Design proc_scheduler_flat, sky130hd; sources not shown.
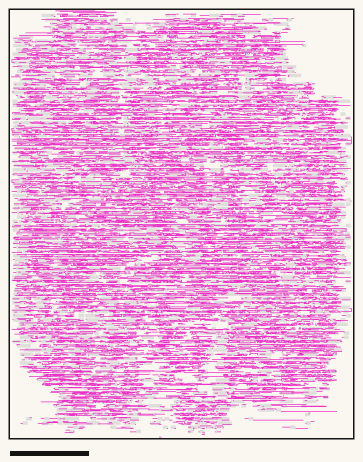
(met1 routing)
The bar under the picture is 50 um long. Cells faint in the background.
longest straight run = 58.0 um
main direction = horizontal
share of all routed wire = 36%
wire length on this layer = 41.3 mm
nets with wire on the layer = 3318
via count: 31100
total wire length: 114000 um
GRT met1 Usage: 46.5%

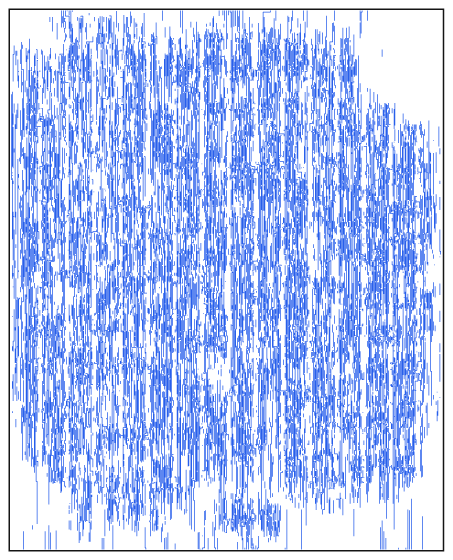
(the metal 2 layer)
main direction = vertical
wire length on this layer = 54.8 mm
nets with wire on the layer = 3096
met2 GRT Util: 62.2%

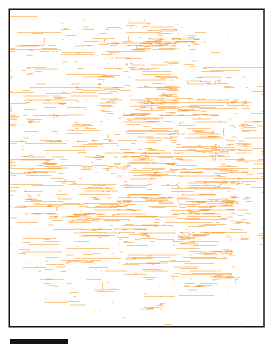
(the metal 3 layer)
The bar under the picture is 50 um long.
share of all routed wire = 9.5%
longest straight run = 60.5 um
nets with wire on the layer = 452
met3 Use GR: 6.46%

==> flow_summary.ini <==
; yosys + openroad results
[global_routing]
grt_max_degree = 196
grt_pass1_wl_um = 177000

[clocking]
hold_buffers = 0
clock-sinks = 597
cts.path.max_buffers = 3
cts_resized = 0
cts.clk_slew.worst_paths_ns = 0.06

[worst_setup_path]
critPathBufInv = 3
cp-start-kind = register
cp_num_cells = 7
crit_required_ns = 21.80

[status]
run_status = complete, no violations

[synthesis]
seq_area_frac_synth_pct = 41.5
synth_top_cell_by_area = dfrtp_1
edf_count = 0
top_cells_by_area = dfrtp_1 (41%), mux2_2 (14%), mux2i_1 (11%), nand2_1 (7.7%), a221oi_1 (4.4%)
synth_area_um2 = 36000

[timing]
maxSlewViolCount = 0

[cells_and_area]
seqAreaFraction_pct = 37.9
final-clk-cell-share_pct = 5.09
regArea_um2 = 14900
inv_count = 28

[route]
ant_nets = 0

[flow_run]
warning_count = 37

[min_path]
hold_path_class = register to register
[power breakdown]
| group | total [uW] | internal [uW] | switching, uW |
|---|---|---|---|
| clock | 846 | 485 | 362 |
| combinational | 3310 | 1390 | 1930 |
| sequential | 1580 | 1230 | 355 |
| total | 5750 | 3100 | 2650 |
[through the flow]
stage	std cells	utilization, %	hold WS (ns)	cell area (um^2)	setup slack (ns)
2_1_floorplan	3624	-	0.281	36000	5.10
3_3_place_gp	4214	65.4	0.273	37400	16.82
3_5_place_dp	4214	65.4	0.279	37400	16.72
4_1_cts	4325	68.9	0.300	39400	16.04
5_1_grt	4329	68.9	0.316	39500	16.18
6_report	4329	68.9	0.294	39500	16.42
